==> run_1/met1.png <==
Scale bar: 20 um. Supply wires on this layer in gray.
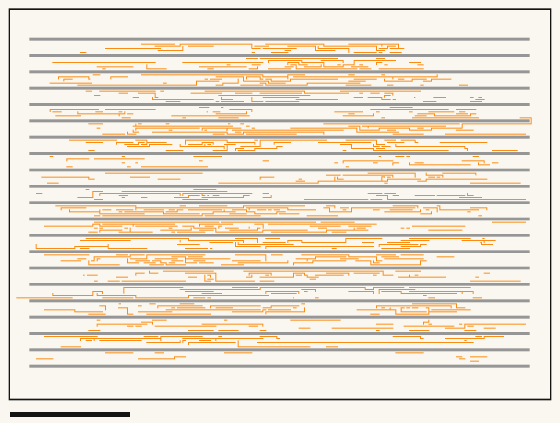
==> run_1/met2.png <==
Scale bar: 20 um.
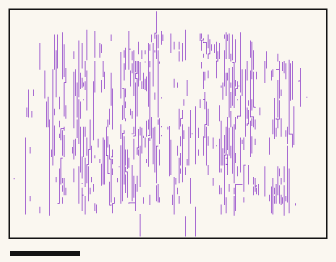
==> run_1/met3.png <==
Cells faint in the background.
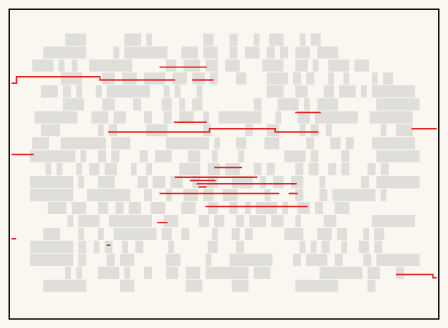
==> run_1/final_congestion.png <==
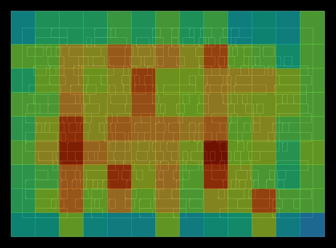
`src/rtl/wm8731_pkg.sv`:
```
// Shared types and constants for the WM8731 power-up configuration controller.
// Command ROM, device address and the START/STOP bus waveforms live here.
package wm8731_pkg;

    typedef enum logic [2:0] {
        ST_IDLE,
        ST_START,
        ST_BIT,
        ST_ACK,
        ST_STOP,
        ST_GAP,
        ST_DONE
    } state_t;

    localparam int NUM_CMD = 7;

    localparam logic [6:0] DEV_ADDR_DEF = 7'h1A;

    // Packed so that element 0 (codec reset) sits in the low word.
    localparam logic [NUM_CMD-1:0][15:0] CMD_ROM = {
        16'h1201,   // active
        16'h1019,   // sampling
        16'h0E42,   // interface: master, I2S, 16-bit
        16'h0C00,   // power
        16'h0A00,   // digital path
        16'h0815,   // analog path
        16'h1E00    // reset
    };

    // Quarter waveforms, bit index = quarter number q.
    localparam logic [3:0] START_SCL = 4'b0111;
    localparam logic [3:0] START_OE  = 4'b1110;
    localparam logic [3:0] STOP_SCL  = 4'b1110;
    localparam logic [3:0] STOP_OE   = 4'b0011;
    localparam logic [3:0] BIT_SCL   = 4'b0110;

endpackage

```
`src/rtl/wm8731_i2c_init_tick_gen.sv`:
```
// Quarter-bit timebase: one-cycle tick every CLK_DIV clocks, restartable.
module i2c_tick_gen #(
    parameter int CLK_DIV = 30
) (
    input  logic clk,
    input  logic rst_n,
    input  logic restart,
    output logic tick
);

    localparam int CW = (CLK_DIV > 1) ? $clog2(CLK_DIV) : 1;

    logic [CW-1:0] cnt_reg;
    logic          wrap;

    assign wrap = (cnt_reg == CW'(CLK_DIV - 1));
    assign tick = wrap && !restart;

    always_ff @(posedge clk or negedge rst_n) begin
        if (!rst_n) begin
            cnt_reg <= '0;
        end else if (restart || wrap) begin
            cnt_reg <= '0;
        end else begin
            cnt_reg <= cnt_reg + 1'b1;
        end
    end

endmodule

```
`src/rtl/wm8731_i2c_init.sv`:
```
// WM8731 power-up sequencer: writes the command ROM over I2C, retrying NACKed
// frames, then raises done (and a sticky ack_err if a command gave up).
module wm8731_i2c_init
    import wm8731_pkg::*;
#(
    parameter int         CLK_DIV   = 30,
    parameter int         GAP_Q     = 8,
    parameter int         MAX_RETRY = 3,
    parameter logic [6:0] DEV_ADDR  = DEV_ADDR_DEF
) (
    input  logic clk,
    input  logic rst_n,
    input  logic start,
    output logic i2c_sclk,
    output logic i2c_sdat_oe,
    input  logic i2c_sdat_in,
    output logic busy,
    output logic done,
    output logic ack_err
);

    localparam int GW = $clog2(GAP_Q + 1);
    localparam int RW = $clog2(MAX_RETRY + 1);

    state_t        state_reg, state_next;
    logic [1:0]    q_reg, q_next;
    logic [1:0]    byte_reg, byte_next;
    logic [2:0]    bit_reg, bit_next;
    logic [2:0]    idx_reg, idx_next;
    logic [RW-1:0] retry_reg, retry_next;
    logic [GW-1:0] gap_reg, gap_next;
    logic          nack_reg, nack_next;
    logic          fail_reg, fail_next;
    logic          busy_reg, busy_next;
    logic          done_reg, done_next;
    logic          ack_err_reg, ack_err_next;
    logic [1:0]    sdat_sync_reg;

    logic       tick;
    logic       start_ok;
    logic [7:0] cur_byte;

    assign start_ok = start && (state_reg == ST_IDLE || state_reg == ST_DONE);

    i2c_tick_gen #(.CLK_DIV(CLK_DIV)) u_tick (
        .clk     (clk),
        .rst_n   (rst_n),
        .restart (start_ok),
        .tick    (tick)
    );

    always_comb begin
        case (byte_reg)
            2'd0:    cur_byte = {DEV_ADDR, 1'b0};
            2'd1:    cur_byte = CMD_ROM[idx_reg][15:8];
            default: cur_byte = CMD_ROM[idx_reg][7:0];
        endcase
    end

    always_ff @(posedge clk or negedge rst_n) begin
        if (!rst_n) begin
            state_reg     <= ST_IDLE;
            q_reg         <= '0;
            byte_reg      <= '0;
            bit_reg       <= '0;
            idx_reg       <= '0;
            retry_reg     <= '0;
            gap_reg       <= '0;
            nack_reg      <= 1'b0;
            fail_reg      <= 1'b0;
            busy_reg      <= 1'b0;
            done_reg      <= 1'b0;
            ack_err_reg   <= 1'b0;
            sdat_sync_reg <= 2'b11;
        end else begin
            state_reg     <= state_next;
            q_reg         <= q_next;
            byte_reg      <= byte_next;
            bit_reg       <= bit_next;
            idx_reg       <= idx_next;
            retry_reg     <= retry_next;
            gap_reg       <= gap_next;
            nack_reg      <= nack_next;
            fail_reg      <= fail_next;
            busy_reg      <= busy_next;
            done_reg      <= done_next;
            ack_err_reg   <= ack_err_next;
            sdat_sync_reg <= {sdat_sync_reg[0], i2c_sdat_in};
        end
    end

    always_comb begin
        state_next   = state_reg;
        q_next       = q_reg;
        byte_next    = byte_reg;
        bit_next     = bit_reg;
        idx_next     = idx_reg;
        retry_next   = retry_reg;
        gap_next     = gap_reg;
        nack_next    = nack_reg;
        fail_next    = fail_reg;
        busy_next    = busy_reg;
        done_next    = done_reg;
        ack_err_next = ack_err_reg;

        if (state_reg == ST_DONE) begin
            busy_next = 1'b0;
            done_next = 1'b1;
        end

        if (start_ok) begin
            state_next   = ST_START;
            q_next       = '0;
            idx_next     = '0;
            retry_next   = '0;
            busy_next    = 1'b1;
            done_next    = 1'b0;
            ack_err_next = 1'b0;
        end else if (tick) begin
            q_next = q_reg + 2'd1;
            case (state_reg)
                ST_START: begin
                    if (q_reg == 2'd3) begin
                        state_next = ST_BIT;
                        byte_next  = 2'd0;
                        bit_next   = 3'd7;
                    end
                end
                ST_BIT: begin
                    if (q_reg == 2'd3) begin
                        if (bit_reg == 3'd0) state_next = ST_ACK;
                        else                 bit_next   = bit_reg - 3'd1;
                    end
                end
                ST_ACK: begin
                    if (q_reg == 2'd2) nack_next = sdat_sync_reg[1];
                    if (q_reg == 2'd3) begin
                        if (nack_reg) begin
                            state_next = ST_STOP;
                            fail_next  = 1'b1;
                        end else if (byte_reg == 2'd2) begin
                            state_next = ST_STOP;
                            fail_next  = 1'b0;
                        end else begin
                            state_next = ST_BIT;
                            byte_next  = byte_reg + 2'd1;
                            bit_next   = 3'd7;
                        end
                    end
                end
                ST_STOP: begin
                    if (q_reg == 2'd3) begin
                        state_next = ST_GAP;
                        gap_next   = '0;
                    end
                end
                ST_GAP: begin
                    if (gap_reg == GW'(GAP_Q - 1)) begin
                        // GAP_Q need not be a multiple of four, so realign q.
                        q_next = '0;
                        if (!fail_reg) begin
                            retry_next = '0;
                            if (idx_reg == 3'(NUM_CMD - 1)) begin
                                state_next = ST_DONE;
                            end else begin
                                idx_next   = idx_reg + 3'd1;
                                state_next = ST_START;
                            end
                        end else if (retry_reg < RW'(MAX_RETRY - 1)) begin
                            retry_next = retry_reg + 1'b1;
                            state_next = ST_START;
                        end else begin
                            ack_err_next = 1'b1;
                            state_next   = ST_DONE;
                        end
                    end else begin
                        gap_next = gap_reg + 1'b1;
                    end
                end
                default: ;
            endcase
        end
    end

    // Bus pins decode straight from state so an asynchronous reset releases them at once.
    always_comb begin
        i2c_sclk    = 1'b1;
        i2c_sdat_oe = 1'b0;
        case (state_reg)
            ST_START: begin
                i2c_sclk    = START_SCL[q_reg];
                i2c_sdat_oe = START_OE[q_reg];
            end
            ST_BIT: begin
                i2c_sclk    = BIT_SCL[q_reg];
                i2c_sdat_oe = ~cur_byte[bit_reg];
            end
            ST_ACK: begin
                i2c_sclk    = BIT_SCL[q_reg];
            end
            ST_STOP: begin
                i2c_sclk    = STOP_SCL[q_reg];
                i2c_sdat_oe = STOP_OE[q_reg];
            end
            default: ;
        endcase
    end

    assign busy    = busy_reg;
    assign done    = done_reg;
    assign ack_err = ack_err_reg;

endmodule

```
`config.mk`:
```
export PLATFORM = sky130hd
export DESIGN_NAME = wm8731_i2c_init
export DESIGN_NICKNAME = d
export VERILOG_FILES = /design/src/rtl/wm8731_pkg.sv /design/src/rtl/wm8731_i2c_init_tick_gen.sv /design/src/rtl/wm8731_i2c_init.sv
export SDC_FILE = /design/constraint.sdc
export NUM_CORES = 1
export LEC_CHECK = 0
export ABC_AREA = 0
export ABC_CLOCK_PERIOD_IN_PS = 4350
export CAP_MARGIN = 15
export CELL_PAD_IN_SITES_DETAIL_PLACEMENT = 1
export CELL_PAD_IN_SITES_GLOBAL_PLACEMENT = 2
export CORE_ASPECT_RATIO = 0.7
export CORE_MARGIN = 3
export CORE_UTILIZATION = 43
export CTS_BUF_LIST = sky130_fd_sc_hd__clkbuf_2
export CTS_CLUSTER_DIAMETER = 80
export CTS_CLUSTER_SIZE = 28
export DETAILED_ROUTE_END_ITERATION = 8
export GPL_TIMING_DRIVEN = 0
export PLACE_DENSITY_LB_ADDON = 0.3
export SETUP_SLACK_MARGIN = 0.1
export SYNTH_ARGS = -nofsm -noshare
export SYNTH_HDL_FRONTEND = slang
export SYNTH_SLANG_ARGS = --single-unit
```
`constraint.sdc`:
```
create_clock -name clk -period 4.35 [get_ports clk]
set_input_delay 0.87 -clock clk [delete_from_list [all_inputs] [get_ports clk]]
set_output_delay 0.87 -clock clk [all_outputs]
set_load 0.05 [all_outputs]
```
==> changes_impl.md, run 1 <==
### Implementation results

- Yosys top cell area share: 34.3%
- Remaining DRCs: 0
- Clock transition at the registers of the reported paths: 140 ps
- Antenna violations before repair: 0
- Global-route wire length before repair: 9510 um
- Most frequent cells in the layout: sky130_fd_sc_hd__dfrtp_1, sky130_fd_sc_hd__nor2_1, sky130_fd_sc_hd__ha_1
- Final critical delay including setup and external delays: 3860 ps
- Mapped Area: 0.00212 sq mm
- Count of flip-flops with a built-in enable after synthesis: 0
- Post CTS Setup Buffer Count: 0
- Worst path buffer plus inverter count: 3
- Endpoint type of the worst setup path: output pin
- Slowest stage delay, CP: 800 ps
- H-Tree Level Count: 2
- Result of the run: finished, final reports clean
- Number of buffers inserted during clock tree synthesis: 5
- Wire per inst: 17.0 um
- Worst hold slack after final layout: 366 ps
- Setup-failing EPs final: 0
- CTS root buf: sky130_fd_sc_hd__clkbuf_2
- Number of fillers in the final layout: 554
- Fraction of the yosys area taken by sequential cells: 36.8%
- Main flop type after synthesis: sky130_fd_sc_hd__dfrtp_1
- Peak supply drop: 0.000264 V
- Cts repair resizes: 0
- Synthesized area per cell: 8.97 sq um
- Effective utilization at floorplan: 46.7%
- Max-slew violation count: 0
- Tightest Pin Transition: 715 ps
- Dpl hpwl: 4150 um
- Slowest stage cell, crit path: sky130_fd_sc_hd__clkdlybuf4s50_1
- Synth area leaders: sky130_fd_sc_hd__dfrtp_1, sky130_fd_sc_hd__ha_1, sky130_fd_sc_hd__nor2_1, sky130_fd_sc_hd__nand3_1, sky130_fd_sc_hd__o21ai_0
- Max reg flops: 5
- Deepest clock path buffer count: 2
- Area added between synthesis and finish: 9.34%
- Count of standard-cell rows: 20
- Class of the worst hold path: reg2reg
- Post-route clock skew: 13.8 ps
- Async set-reset flop share out of synthesis: 100%
- Number of standard cells reported by yosys: 236
- Number of different library cells in the post-synthesis netlist: 55
- Placer congestion estimate: 0.783
- GR Util met3: 4.41%
Notes on met1.png above:
- main direction: horizontal
- longest straight run: 35.9 um
- nets with wire on the layer: 245

Notes on met2.png above:
- main direction: vertical
- wire length on this layer: 2190 um
- nets with wire on the layer: 231
- longest straight run: 27.2 um
- share of all routed wire: 41%

Notes on met3.png above:
- longest straight run: 24.8 um
- wire length on this layer: 225 um
- share of all routed wire: 4.2%
- main direction: horizontal
- nets with wire on the layer: 16

Notes on final_congestion.png above:
GR met1 Demand/Resource: 30.4%
global-route layer with the greatest usage: met2
total routing resource utilization after global routing: 20.5%

-- run 1: logic make-up (layout without fill, tap and decap cells) --
logic type / after synthesis / after routing / share of synthesized area, %
adders and majority gates: 18 / 18 / 10.6
DFF: 31 / 31 / 36.8
AOI/OAI and AO/OA: 52 / 52 / 16.7
buffers and inverters: 27 / 43 / 5.74
muxes: 7 / 7 / 3.43
xor gates and xnor gates: 6 / 6 / 2.48
and+or+nand+nor: 95 / 95 / 24.2
-- run 1: worst reg2reg max path, delay by kind of cell, from the launching register on --
| family | cells | cell delay, ps |
|---|---|---|
| buffers and inverters | 2 | 520 |
| flip-flops | 1 | 350 |
| AND-OR/OR-AND | 1 | 110 |
| adder cells (fa/ha/maj) | 1 | 230 |
| AND/OR/NAND/NOR | 3 | 680 |
-- run 1: final cells by class --
type | instances | area (sq um) | share of cell area [%]
Multi-Input combinational cell | 178 | 1220 | 52.6
Sequential cell | 31 | 778 | 33.6
Tap cell | 66 | 82.6 | 3.57
Timing Repair Buffer | 8 | 75.1 | 3.24
Buffer | 12 | 65.1 | 2.81
Inverter | 15 | 56.3 | 2.43
Clock buffer | 8 | 40.0 | 1.73
-- run 1: cells in the mapped netlist (all sizes together), types with 3 or more instances --
cell type,n
nand3,14
inv,15
nand2b,6
nor2,21
ha,18
nand4,6
a211oi,3
nand2,16
and2,3
a21oi,9
and3b,3
o211ai,3
mux2i,5
nor3,8
clkbuf,4
nand3b,5
buf,8
nor4,3
dfrtp,29
xnor2,4
o21ai,13
-- run 1: power breakdown --
group          switching (uW)  internal, uW
Combinational             291           173
Sequential               55.5           341
Clock                    97.3          47.4
Total                     444           562
-- run 1: worst paths after layout --
kind	startpoint	endpoint	slack, ps	cells after the start
worst max-delay path	byte_reg[1]	i2c_sdat_oe	490	7
min in group asynchronous	rst_n	retry_reg[1]	520	1
worst min-delay path	sdat_sync_reg[0]	sdat_sync_reg[1]	370	0
max in group asynchronous	rst_n	bit_reg[0]	3360	1
worst min register to register	sdat_sync_reg[0]	sdat_sync_reg[1]	370	0
worst max register to register	bit_reg[0]	bit_reg[0]	2350	7
-- run 1: routing by layer --
metal | up-vias | wire (um)
met5 | - | 0
met4 | 0 | 45
met3 | 6 | 225
met2 | 35 | 2190
met1 | 885 | 2940
li1 | 881 | -
-- run 1: stage by stage --
stage | area, sq um | power, uW | utilization, %
after floorplan | 2120 | 722 | -
after global placement | 2280 | 849 | 50.3
after detailed placement | 2270 | 865 | 50.2
after CTS | 2310 | 1010 | 51.1
after global routing | 2310 | 1090 | 51.1
final | 2310 | 1010 | 51.1
==> run_1/clock_map.png <==
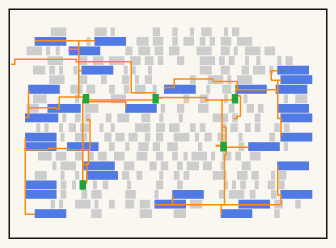

## Run 2: what changed since run 1
--- a/config.mk
+++ b/config.mk
@@ -6,13 +6,13 @@
 export NUM_CORES = 1
 export LEC_CHECK = 0
 export ABC_AREA = 0
-export ABC_CLOCK_PERIOD_IN_PS = 4350
+export ABC_CLOCK_PERIOD_IN_PS = 3100
 export CAP_MARGIN = 15
-export CELL_PAD_IN_SITES_DETAIL_PLACEMENT = 1
+export CELL_PAD_IN_SITES_DETAIL_PLACEMENT = 2
 export CELL_PAD_IN_SITES_GLOBAL_PLACEMENT = 2
 export CORE_ASPECT_RATIO = 0.7
 export CORE_MARGIN = 3
-export CORE_UTILIZATION = 43
+export CORE_UTILIZATION = 36
 export CTS_BUF_LIST = sky130_fd_sc_hd__clkbuf_2
 export CTS_CLUSTER_DIAMETER = 80
 export CTS_CLUSTER_SIZE = 28
==> constraint.sdc (replaced) <==
create_clock -name clk -period 3.1 [get_ports clk]
set_input_delay 0.62 -clock clk [delete_from_list [all_inputs] [get_ports clk]]
set_output_delay 0.62 -clock clk [all_outputs]
set_load 0.05 [all_outputs]
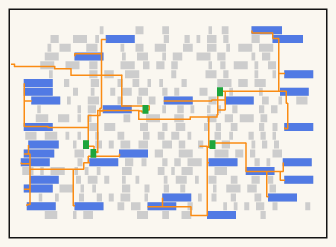
(run_2/clock_map.png)
- cells driving clock nets: green (count 5)
- flip-flops: blue (count 31)
- clock wires: orange (length 477 um)
- routed clock nets: 6
post-route clock skew: 7.40 ps
clk pwr: 197 uW
share of power burned in the clock network: 14.0%

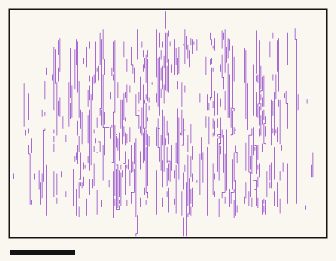
(run_2/met2.png)
Scale bar: 20 um.
- wire length on this layer: 2620 um
- share of all routed wire: 43%
- main direction: vertical
- longest straight run: 50.7 um
- nets with wire on the layer: 243

==> run 2 against run 1 <==
Compared with the run above:
- global-route usage down 2.0 points
- sequential share of layout area is 0.34 points lower
- critical endpoint unchanged
- core utilization shrank 8.1 points
- setup slack lost 220 ps
- area after synthesis stayed put
- largest power group unchanged
- clock skew shrank 6.4 ps
- die size increased by 18%
- critical path depth unchanged
- clock power is 36% higher
- flip-flop count unchanged
- combinational power rose by 41%
- power increased by 40%
- critical path type unchanged
==> changes_impl.md, run 2 <==
### Implementation results

- Yosys top cell area share: 34.3% (unchanged)
- Async set-reset flop share out of synthesis: 100% (unchanged)
- Global-route wire length before repair: 10100 um (was 9510 um)
- List of most frequent post-synthesis cells: sky130_fd_sc_hd__dfrtp_1, sky130_fd_sc_hd__nor2_1, sky130_fd_sc_hd__ha_1 (unchanged)
- Total cell area reported by yosys after synthesis: 0.00212 sq mm (unchanged)
- Warnings, synthesis: 0 (unchanged)
- Mapped Area: 0.00212 sq mm (unchanged)
- Fraction of power spent switching nets: 45.0% (was 44.1%)
- Max reg flops: 5 (unchanged)
- Setup slack of the critical path after layout: 268 ps (was 486 ps)
- Endpoint type of the worst setup path: output pin (unchanged)
- Switching pwr: 633 uW (was 444 uW)
- Synthesized area per cell: 8.97 sq um (unchanged)
- Total Nets Final: 276 (was 273)
- Setup repair after global routing missed its margin: no (unchanged)
- Layout cells sized above 1: 10.6% (was 8.73%)
- Yosys reg bits: 31 (unchanged)
- Remaining antenna violation count: 0 (unchanged)
- Power density relative to cell area: 601 mW/mm^2 (was 435 mW/mm^2)
- Headroom to the max-slew limit: 50.4% (was 52.3%)
- Synth area leaders: sky130_fd_sc_hd__dfrtp_1, sky130_fd_sc_hd__ha_1, sky130_fd_sc_hd__nor2_1, sky130_fd_sc_hd__nand3_1, sky130_fd_sc_hd__o21ai_0 (unchanged)
- Flop pwr share: 39.5% (about the same)
- Max-capacitance violation count: 0 (unchanged)
- Via count of the first global-routing pass: 1934 (was 1917)
- Result of the run: finished, final reports clean (unchanged)
- Placer congestion estimate: 0.818 (was 0.783)
- Wire per inst: 18.5 um (was 17.0 um)
- Final critical delay including setup and external delays: 2830 ps
- Leakage power total: 0.000995 uW (was 0.000983 uW)
- Main flop type after synthesis: sky130_fd_sc_hd__dfrtp_1 (unchanged)
- Number of fillers in the final layout: 612 (was 554)
- Die Area: 0.00685 sq mm (was 0.00581 sq mm)
- Tightest Pin Transition: 743 ps (was 715 ps)
- Number of different library cells in the post-synthesis netlist: 55 (unchanged)
- Final Core Density: 43.0% (was 51.1%)
- Register area: 781 sq um (was 778 sq um)
- Leading cell type in the layout, fill and taps excluded: sky130_fd_sc_hd__dfrtp_1 (unchanged)
- Number of iterations in the first detailed-routing pass: 4 (unchanged)
- Antenna violations before repair: 0 (unchanged)
- Fraction of the yosys area taken by sequential cells: 36.8% (unchanged)
- Setup-failing EPs final: 0 (unchanged)
- Peak supply drop: 0.000365 V (was 0.000264 V)
- Most frequent cells in the layout: sky130_fd_sc_hd__dfrtp_1, sky130_fd_sc_hd__nor2_1, sky130_fd_sc_hd__ha_1 (unchanged)
- Total count of hold-check failures in the final report: 0 (unchanged)
- Final cycle utilization of the critical path: 91.4%
- Count of standard-cell rows: 22 (was 20)
- Area added between synthesis and finish: 10.8% (was 9.34%)
- Top cell type by instance count after synthesis: sky130_fd_sc_hd__dfrtp_1 (unchanged)
- Required @ worst endpoint: 2480 ps (was 3480 ps)
- Effective utilization at floorplan: 38.8% (was 46.7%)
- Clock transition at the registers of the reported paths: 160 ps (was 140 ps)
- Kind of launch point of the worst setup path: flip-flop (unchanged)
- Gate power share: 46.5% (was 46.2%)
- Number of standard cells reported by yosys: 236 (unchanged)
- Aggregate global routing overflow: 0 (unchanged)
- Dpl hpwl: 4590 um (was 4150 um)
- H-Tree Level Count: 2 (unchanged)
- Total routing resource utilization after global routing: 18.4% (was 20.5%)
- Core Area: 0.00545 sq mm (was 0.00453 sq mm)
- Internal power consumption: 775 uW (was 562 uW)
- Class of the worst hold path: in2async (was reg2reg)
- Deepest clock path buffer count: 2 (unchanged)
- Max-slew violation count: 0 (unchanged)
- Port bufs: 8 (unchanged)
- Worst hold slack after final layout: 287 ps (was 366 ps)
- Remaining DRCs: 0 (unchanged)
- CTS root buf: sky130_fd_sc_hd__clkbuf_2 (unchanged)
- Number of buffers inserted during clock tree synthesis: 5 (unchanged)
- Antenna Cells: 0 (unchanged)
- Area occupied by multi-input gates: 0.00122 sq mm (about the same)
- Count of flip-flops with a built-in enable after synthesis: 0 (unchanged)
- Clock latency on the worst-skew pair: 370 ps (about the same)
- R2R Setup Slk: 950 ps (was 2350 ps)
==> run 2: cell counts after synthesis <==
Identical to the previous run, type by type.
==> run 2: final cells by class <==
| cell class | instances | area share, % |
|---|---|---|
| tap | 72 | 3.84 |
| clock buffer | 6 | 1.28 |
| sequential | 31 | 33.3 |
| timing repair buffer | 11 | 4.00 |
| inverter | 15 | 2.40 |
| buffer | 12 | 2.93 |
| multi-input combinational | 178 | 51.9 |
| clock inverter | 2 | 0.320 |
==> run 2: cell families after synthesis <==
family,Yosys count,synth area share [%]
compound gates,52,16.7
fa+ha+maj,18,10.6
xor+xnor,6,2.48
buf+inv,27,5.74
mux,7,3.43
flops,31,36.8
simple gates,95,24.2
==> run 2: metrics by stage <==
| stage | area, sq um | power [uW] |
|---|---|---|
| 2_1_floorplan | 2120 | 1010 |
| 3_3_place_gp | 2290 | 1190 |
| 3_5_place_dp | 2280 | 1220 |
| 4_1_cts | 2320 | 1420 |
| 5_1_grt | 2340 | 1530 |
| 6_report | 2340 | 1410 |
==> run 2: power groups by stage <==
stage	Combinational, uW	Sequential (uW)	Clock (uW)
2_1_floorplan	441	573	0
3_3_place_gp	634	558	0
3_5_place_dp	657	564	0
4_1_cts	655	556	210
5_1_grt	732	569	229
6_report	655	557	197
==> run 2: final timing paths <==
| path | start | endpoint | cells past startpoint |
|---|---|---|---|
| max | idx_reg[0] | i2c_sdat_oe | 7 |
| min | rst_n | q_reg[0] | 1 |
| max reg2reg | q_reg[1] | byte_reg[0] | 5 |
| min reg2reg | sdat_sync_reg[0] | sdat_sync_reg[1] | 0 |
| max in group asynchronous | rst_n | idx_reg[0] | 1 |
| min in group clk | sdat_sync_reg[0] | sdat_sync_reg[1] | 0 |
==> run 2: worst max-delay path, cell delays in order (launching register included) <==
cell and delay (ps):
sky130_fd_sc_hd__dfrtp_2 460, sky130_fd_sc_hd__inv_1 140, sky130_fd_sc_hd__ha_1 220, sky130_fd_sc_hd__and2_1 130
sky130_fd_sc_hd__o21ai_0 120, sky130_fd_sc_hd__a2111oi_1 410, sky130_fd_sc_hd__a311o_1 170, sky130_fd_sc_hd__buf_4 190
==> run 2: repair_timing <==
| item | CTS | global route |
|---|---|---|
| pin swaps | 0 | 1 |
| setup buffers | 0 | 3 |
| gates resized | 5 | 11 |
| hold buffers | 0 | 0 |
| setup endpoints to repair | 2 | 2 |
==> run 2: routing by layer <==
layer / vias up / part of all wire (%) / global-route usage (%)
met3: 4 / 2.7 / 3.59
met1: 948 / 54 / 27.7
met4: 0 / 0.36 / 2.76
met5: - / 0 / 0
met2: 17 / 43 / 27.8
li1: 886 / - / -
==> run_2/met3.png <==
Cells faint in the background.
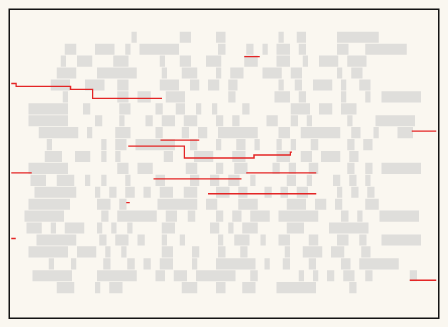

## Run 3: what changed since run 2
--- a/config.mk
+++ b/config.mk
@@ -12,8 +12,8 @@
 export CELL_PAD_IN_SITES_GLOBAL_PLACEMENT = 2
 export CORE_ASPECT_RATIO = 0.7
 export CORE_MARGIN = 3
-export CORE_UTILIZATION = 36
-export CTS_BUF_LIST = sky130_fd_sc_hd__clkbuf_2
+export CORE_UTILIZATION = 34
+export CTS_BUF_LIST = sky130_fd_sc_hd__clkbuf_16
 export CTS_CLUSTER_DIAMETER = 80
 export CTS_CLUSTER_SIZE = 28
 export DETAILED_ROUTE_END_ITERATION = 8
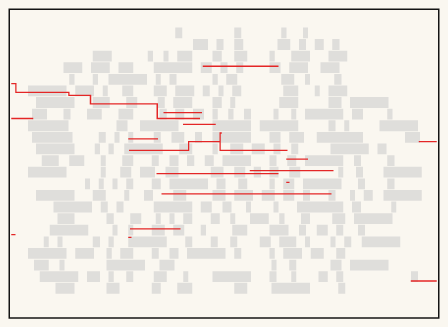
(run_3/met3.png)
Cells faint in the background.
- share of all routed wire: 4.1%
- longest straight run: 39.6 um
GR Util met3: 4.23%
Routed Wire Length: 6230 um
via count of the routed design: 1864

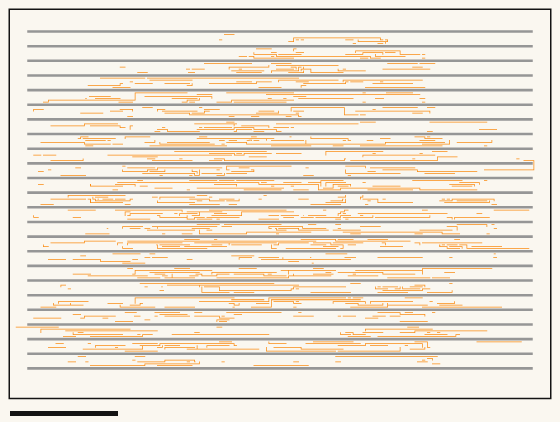
(run_3/met1.png)
Scale bar: 20 um. Supply wires on this layer in gray.
- nets with wire on the layer: 244
- longest straight run: 35.0 um
- share of all routed wire: 51%
- wire length on this layer: 3180 um

==> run 3 against run 2 <==
Compared with the run above:
- flip-flop count stayed put
- highest routed layer unchanged
- non-clock buffer count is 3 lower
- clock-buffer cell count is 1 lower
- worst hold slack better by 71 ps
- cell count stayed put
- maximum frequency is 2.8% higher
- critical path depth stayed put
- core utilization is 0.82 points lower
- clock power went up to 3.2 times the previous value
- setup slack better by 78 ps
==> changes_impl.md, run 3 <==
### Implementation results

- Result of the run: finished, final reports clean (unchanged)
- H-Tree Level Count: 2 (unchanged)
- Count of standard-cell rows: 23 (was 22)
- Reg-to-reg critical path endpoint: bit_reg[0] (was byte_reg[0])
- Leading cell type in the layout, fill and taps excluded: sky130_fd_sc_hd__dfrtp_1 (unchanged)
- Yosys top cell area share: 34.3% (unchanged)
- Main flop type after synthesis: sky130_fd_sc_hd__dfrtp_1 (unchanged)
- Crit path max fanout: 6 (was 4)
- Top cell type by instance count after synthesis: sky130_fd_sc_hd__dfrtp_1 (unchanged)
- Wire per inst: 19.1 um (was 18.5 um)
- Antenna violations before repair: 0 (unchanged)
- Synthesized area per cell: 8.97 sq um (unchanged)
- Number of iterations in the first detailed-routing pass: 4 (unchanged)
- Post CTS Setup Buffer Count: 0 (unchanged)
- Slowest stage cell, crit path: sky130_fd_sc_hd__dfrtp_1 (was sky130_fd_sc_hd__dfrtp_2)
- Deepest clock path buffer count: 2 (unchanged)
- Final cycle utilization of the critical path: 88.8% (was 91.4%)
- R2R Setup Slk: 1020 ps (was 950 ps)
- Path depth of the worst reg2reg path: 7 (was 5)
- Yosys reg bits: 31 (unchanged)
- Hold_sp: sdat_sync_reg[0]
- Total routing resource utilization after global routing: 18.8% (was 18.4%)
- Clock transition at the registers of the reported paths: 50 ps (was 160 ps)
- Effective utilization at floorplan: 36.0% (was 38.8%)
- # placed instances: 319 (was 316)
- CTS root buf: sky130_fd_sc_hd__clkbuf_16 (was sky130_fd_sc_hd__clkbuf_2)
- Global-route wire length before repair: 10600 um (was 10100 um)
- Hold path endpoint: sdat_sync_reg[1]
- Count of flip-flops with a built-in enable after synthesis: 0 (unchanged)
- Slowest stage delay, CP: 410 ps (was 460 ps)
- Die Area: 0.00722 sq mm (was 0.00685 sq mm)
- Total count of hold-check failures in the final report: 0 (unchanged)
- Area added between synthesis and finish: 17.1% (was 10.8%)
- Number of different library cells in the post-synthesis netlist: 55 (unchanged)
- Number of standard cells reported by yosys: 236 (unchanged)
- Number of hold buffers added after cts: 0 (unchanged)
- Total Power Consumption: 1860 uW (was 1410 uW)
- Worst path buffer plus inverter count: 2 (unchanged)
- Setup slack of the critical path after layout: 346 ps (was 268 ps)
- Clock latency on the worst-skew pair: 280 ps (was 370 ps)
- Max reg flops: 5 (unchanged)
- Final critical delay including setup and external delays: 2750 ps (was 2830 ps)
- Clock sink total: 31 (unchanged)
- Dpl hpwl: 4520 um (was 4590 um)
- Worst hold path depth: 0
- Tightest Pin Transition: 737 ps (was 743 ps)
- Aggregate global routing overflow: 0 (unchanged)
- Async set-reset flop share out of synthesis: 100% (unchanged)
- Required @ worst endpoint: 2480 ps (about the same)
- Fraction of the yosys area taken by sequential cells: 36.8% (unchanged)
- Post-route clock skew: 6.85 ps (was 7.40 ps)
- Core Area: 0.00587 sq mm (was 0.00545 sq mm)
- Mapped Area: 0.00212 sq mm (unchanged)
- Headroom to the max-slew limit: 50.8% (was 50.4%)
- Via count of the first global-routing pass: 1964 (was 1934)
- Antenna Cells: 0 (unchanged)
- Most frequent cells in the layout: sky130_fd_sc_hd__dfrtp_1, sky130_fd_sc_hd__nor2_1, sky130_fd_sc_hd__ha_1 (unchanged)
- Endpoint type of the worst setup path: output pin (unchanged)
- Max-slew violation count: 0 (unchanged)
- Worst r2r src: bit_reg[0] (was q_reg[1])
- Total Nets Final: 273 (was 276)
- Peak supply drop: 0.000362 V (was 0.000365 V)
- Port bufs: 8 (unchanged)
- Total cell area reported by yosys after synthesis: 0.00212 sq mm (unchanged)
- Worst hold slack after final layout: 358 ps (was 287 ps)
- Layout cells sized above 1: 9.52% (was 10.6%)
- Warnings, synthesis: 0 (unchanged)
- Max-capacitance violation count: 0 (unchanged)
- Remaining DRCs: 0 (unchanged)
- Class of the worst hold path: reg2reg (was in2async)
- Setup-failing EPs final: 0 (unchanged)
- Leakage power total: 0.00105 uW (was 0.000995 uW)
- Setup repair after global routing missed its margin: no (unchanged)
- Placer congestion estimate: 0.842 (was 0.818)
- Power density relative to cell area: 751 mW/mm^2 (was 601 mW/mm^2)
- Final Core Density: 42.2% (was 43.0%)
run 3: repair_timing:
item,in CTS,in global routing
endpoints found under the hold margin,0,0
gates resized,5,6
setup endpoints to repair,2,1
run 3: metrics by stage:
step	setup TNS, ps	cell area [sq um]
after floorplan	0	2120
after global placement	-75.0	2290
after detailed placement	-125	2280
after CTS	0	2470
after global routing	0	2480
final	0	2480
run 3: metal layers:
layer	up-vias	wire length, um	track usage (%)
met2	26	2760	28.6
met5	-	0	0
met3	7	254	4.23
met1	950	3180	27.7
li1	881	-	-
met4	0	36	2.99
run 3: layout make-up:
class	count	area (sq um)
Fill cell	647	3390
Multi-Input combinational cell	178	1220
Sequential cell	31	778
Clock buffer	5	125
Tap cell	75	93.8
Timing Repair Buffer	8	68.8
Buffer	12	67.6
Clock inverter	3	63.8
Inverter	15	56.3
run 3: kinds of logic (layout without fill, tap and decap cells):
kind of cell               count (synthesis)  in the layout  synth area share (%)
adders and majority gates                 18             18                  10.6
DFF                                       31             31                  36.8
AOI/OAI and AO/OA                         52             52                  16.7
muxes                                      7              7                  3.43
xor gates and xnor gates                   6              6                  2.48
and+or+nand+nor                           95             95                  24.2
buffers and inverters                     27             43                  5.74
run 3: where the power goes:
group / total (uW) / internal (uW) / switching (uW)
combinational: 660 / 237 / 424
clock: 639 / 457 / 182
sequential: 561 / 481 / 80.6
total: 1860 / 1170 / 686
run 3: how the worst max path moves through the flow:
| stage | cells past startpoint | endpoint | start | slack (ps) |
|---|---|---|---|---|
| detailed placement | 7 | i2c_sdat_oe | byte_reg[1] | -130 |
| CTS | 7 | i2c_sdat_oe | byte_reg[0] | 190 |
| floorplan | 4 | i2c_sclk | q_reg[0] | 520 |
| global placement | 7 | i2c_sdat_oe | byte_reg[1] | -80 |
| finish | 7 | i2c_sdat_oe | byte_reg[0] | 350 |
| global route | 8 | i2c_sdat_oe | byte_reg[1] | 170 |
Power figures rest on the tool's default switching activity, not on a simulated workload.
